==> images/class_map.png <==
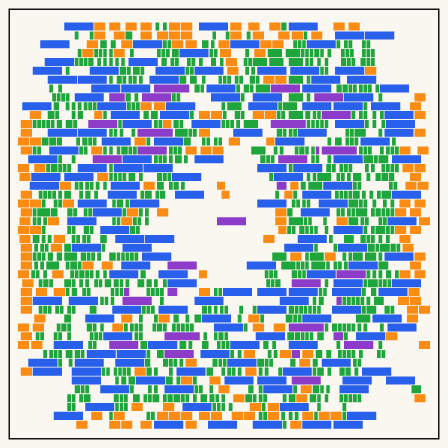
==> images/m3.png <==
Scale bar: 50 um.
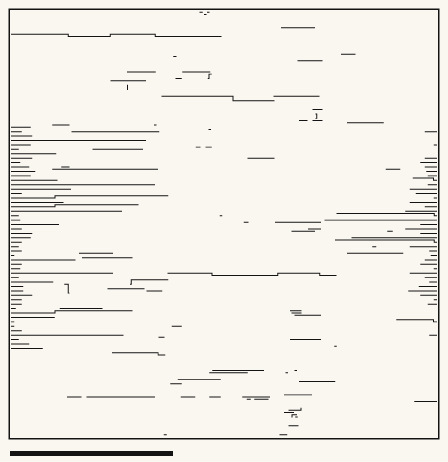
<file path="src/rtl/alu_issue_decode.sv">
// alu_issue_decode: RV32 ALU decode/issue stage with a 2-entry skid buffer and a saturating illegal-instruction counter.
// Ports:
//   clk, rst                         clock, asynchronous active-high reset
//   in_valid/in_ready                upstream handshake (in_ready registered, equals NOT skid_full)
//   in_instr, in_rs1_data, in_rs2_data  instruction word and operands
//   out_valid/out_ready              execute-stage handshake
//   A, B, ALU_control, out_rd        decoded ALU operation
//   out_illegal                      issued instruction is unsupported (operands/opcode forced to 0)
//   illegal_count                    saturating count of illegal instructions transferred out
// Config: define ALU_ISSUE_IMM_EN to decode I-type ALU instructions (opcode 0010011); otherwise they are illegal.
module alu_issue_decode #(
  parameter int CNT_W = 16
) (
  input  logic             clk,
  input  logic             rst,
  input  logic             in_valid,
  output logic             in_ready,
  input  logic [31:0]      in_instr,
  input  logic [31:0]      in_rs1_data,
  input  logic [31:0]      in_rs2_data,
  output logic             out_valid,
  input  logic             out_ready,
  output logic [31:0]      A,
  output logic [31:0]      B,
  output logic [2:0]       ALU_control,
  output logic [4:0]       out_rd,
  output logic             out_illegal,
  output logic [CNT_W-1:0] illegal_count
);
  typedef struct packed {
    logic        illegal;
    logic [2:0]  ctl;
    logic [4:0]  rd;
    logic [31:0] a;
    logic [31:0] b;
  } op_t;
  op_t dec, out_q, out_d, skid_q, skid_d;
  logic out_valid_q, out_valid_d, skid_valid_q, skid_valid_d, in_ready_q;
  logic [CNT_W-1:0] cnt_q, cnt_d;
  logic acc, drain;
  logic [6:0] opc, f7;
  logic [2:0] f3;
  logic unused_ok;
  assign opc = in_instr[6:0];
  assign f3 = in_instr[14:12];
  assign f7 = in_instr[31:25];
  assign unused_ok = ^in_instr[24:15];
  assign acc = in_valid && in_ready_q;
  assign drain = out_valid_q && out_ready;
  // funct3 to ALU opcode for the add/and/or/slt/xor/sll/srl family shared by R- and I-type
  function automatic logic [2:0] alu_of(input logic [2:0] f);
    case (f)
      3'b111:  alu_of = 3'b010;
      3'b110:  alu_of = 3'b011;
      3'b010:  alu_of = 3'b100;
      3'b100:  alu_of = 3'b101;
      3'b001:  alu_of = 3'b110;
      3'b101:  alu_of = 3'b111;
      default: alu_of = 3'b000;
    endcase
  endfunction
  always_comb begin
    dec = '{illegal: 1'b1, ctl: 3'd0, rd: in_instr[11:7], a: 32'd0, b: 32'd0};
    if (opc == 7'b0110011 && ((f7 == 7'd0 && f3 != 3'b011) || (f7 == 7'b0100000 && f3 == 3'b000))) begin
      dec.illegal = 1'b0;
      dec.ctl = f7[5] ? 3'b001 : alu_of(f3);
      dec.a = in_rs1_data;
      dec.b = in_rs2_data;
    end
`ifdef ALU_ISSUE_IMM_EN
    // shifts (funct3 x01) need a zero upper field; sltiu (011) is unsupported
    if (opc == 7'b0010011 && ((f3[1:0] == 2'b01) ? (f7 == 7'd0) : (f3 != 3'b011))) begin
      dec.illegal = 1'b0;
      dec.ctl = alu_of(f3);
      dec.a = in_rs1_data;
      dec.b = (f3[1:0] == 2'b01) ? {27'd0, in_instr[24:20]} : {{20{in_instr[31]}}, in_instr[31:20]};
    end
`endif
  end
  // skid holds data only while the output register is stalled; when the output
  // register frees up, skid (older) takes priority, and in_ready guarantees no
  // accept can coincide with a full skid
  always_comb begin
    out_d = out_q;
    out_valid_d = out_valid_q;
    skid_d = skid_q;
    skid_valid_d = skid_valid_q;
    cnt_d = (drain && out_q.illegal && ~&cnt_q) ? cnt_q + 1'b1 : cnt_q;
    if (!out_valid_q || drain) begin
      out_valid_d = skid_valid_q || acc;
      out_d = skid_valid_q ? skid_q : acc ? dec : out_q;
      skid_valid_d = 1'b0;
    end else if (acc) begin
      skid_d = dec;
      skid_valid_d = 1'b1;
    end
  end
  always_ff @(posedge clk or posedge rst) begin
    if (rst) begin
      out_q <= '0;
      skid_q <= '0;
      out_valid_q <= 1'b0;
      skid_valid_q <= 1'b0;
      in_ready_q <= 1'b0;
      cnt_q <= '0;
    end else begin
      out_q <= out_d;
      skid_q <= skid_d;
      out_valid_q <= out_valid_d;
      skid_valid_q <= skid_valid_d;
      in_ready_q <= ~skid_valid_d;
      cnt_q <= cnt_d;
    end
  end
  assign in_ready = in_ready_q;
  assign out_valid = out_valid_q;
  assign A = out_q.a;
  assign B = out_q.b;
  assign ALU_control = out_q.ctl;
  assign out_rd = out_q.rd;
  assign out_illegal = out_q.illegal;
  assign illegal_count = cnt_q;
endmodule

</file>
<file path="config.mk">
export PLATFORM = sky130hd
export DESIGN_NAME = alu_issue_decode
export DESIGN_NICKNAME = d
export VERILOG_FILES = /design/src/rtl/alu_issue_decode.sv
export SDC_FILE = /design/constraint.sdc
export NUM_CORES = 1
export LEC_CHECK = 0
export ABC_AREA = 1
export CAP_MARGIN = 0
export CORE_MARGIN = 2
export CORE_UTILIZATION = 50
export DETAILED_ROUTE_END_ITERATION = 10
export PLACE_DENSITY = 0.83
export SYNTH_ARGS = -nofsm -noshare
export SYNTH_HDL_FRONTEND = slang
export SYNTH_SLANG_ARGS = --single-unit
</file>
<file path="constraint.sdc">
create_clock -name clk -period 5.9 [get_ports clk]
set_clock_uncertainty 0.2 [all_clocks]
set_input_delay 0.59 -clock clk [delete_from_list [all_inputs] [get_ports clk]]
set_output_delay 0.59 -clock clk [all_outputs]
set_load 0.02 [all_outputs]
</file>
==> results.cfg <==
; yosys + openroad results
[run_status]
outcome = finished clean

[final_layout]
area_growth_pct = 30.1
seqCellArea_mm2 = 0.00413
drive_gt1_share_pct = 6.21
lay_top_count = nand2_1
largest_cell_class = flip-flops and latches
finalInstanceArea_mm2 = 0.0106
final-clk-cell-share_pct = 6.30
comb_cells = 798
final_util_pct = 66.7
sh_seq_area_pct = 39.0
n_all_inverters = 25

[cts]
postCtsSetupRepairBufs = 0
hold_buffers = 0
numCtsBuffers = 17

[worst_setup_path]
cp-end-kind = register
startpoint_type = register
cp.arrival_ns = 3.27
required_ns = 6.01
cp_num_buf_inv = 2
crit_fanout = 86
critical_path_class = reg -> reg

[yosys]
ys_cells = 1059
ys_sh_mux_pct = 0
top_area_cell = dfrtp_1
ys.flops = 165
netlist_area_mm2 = 0.00814
most_common_cell = nand2_1
syn_avg_cell_area_um2 = 7.68
yosysWarnings = 0
top_area_share_pct = 50.7

[power]
internal-power_mw = 2.44
leakagePower_nw = 5.40
pwr-share-comb_pct = 24.5
maxPowerGroup = registers
p_clk_share_pct = 36.1

[global_route]
antenna_found_initial = 0
grt_pass1_wl_um = 35400
track_usage_pct = 25.1
gr-usage-met3_pct = 6.98
use_met2_pct = 40.5

[final_timing]
final_hold_viol_count = 0
slew_violations = 0
relSlewSlack_pct = 32.0
period_needed_ns = 3.15

[floorplanning]
dieWidth_um = 132

[placement]
place_area_mm2 = 0.00992
dp_hpwl_um = 13200

[route]
finalWirelength_um = 21000
dr.pass1.iters = 7
met2_length_um = 10300
vias = 7458

[worst_hold_path]
min_delay_worst_endpoint = B[14]

[run]
tool_warnings = 36
Notes on class_map.png above:
- remaining buffers and delay cells: orange (cells 189; share of their area 18%)
- clock drivers and dummy loads: purple (cells 31; share of their area 6.5%)
- remaining logic cells: green (cells 823; share of their area 35%)
- registers: blue (cells 165; share of their area 40%)

Notes on m3.png above:
- share of all routed wire: 7.0%
- longest straight run: 43.9 um

No activity file was given, so power comes from the tool's default toggle rates.
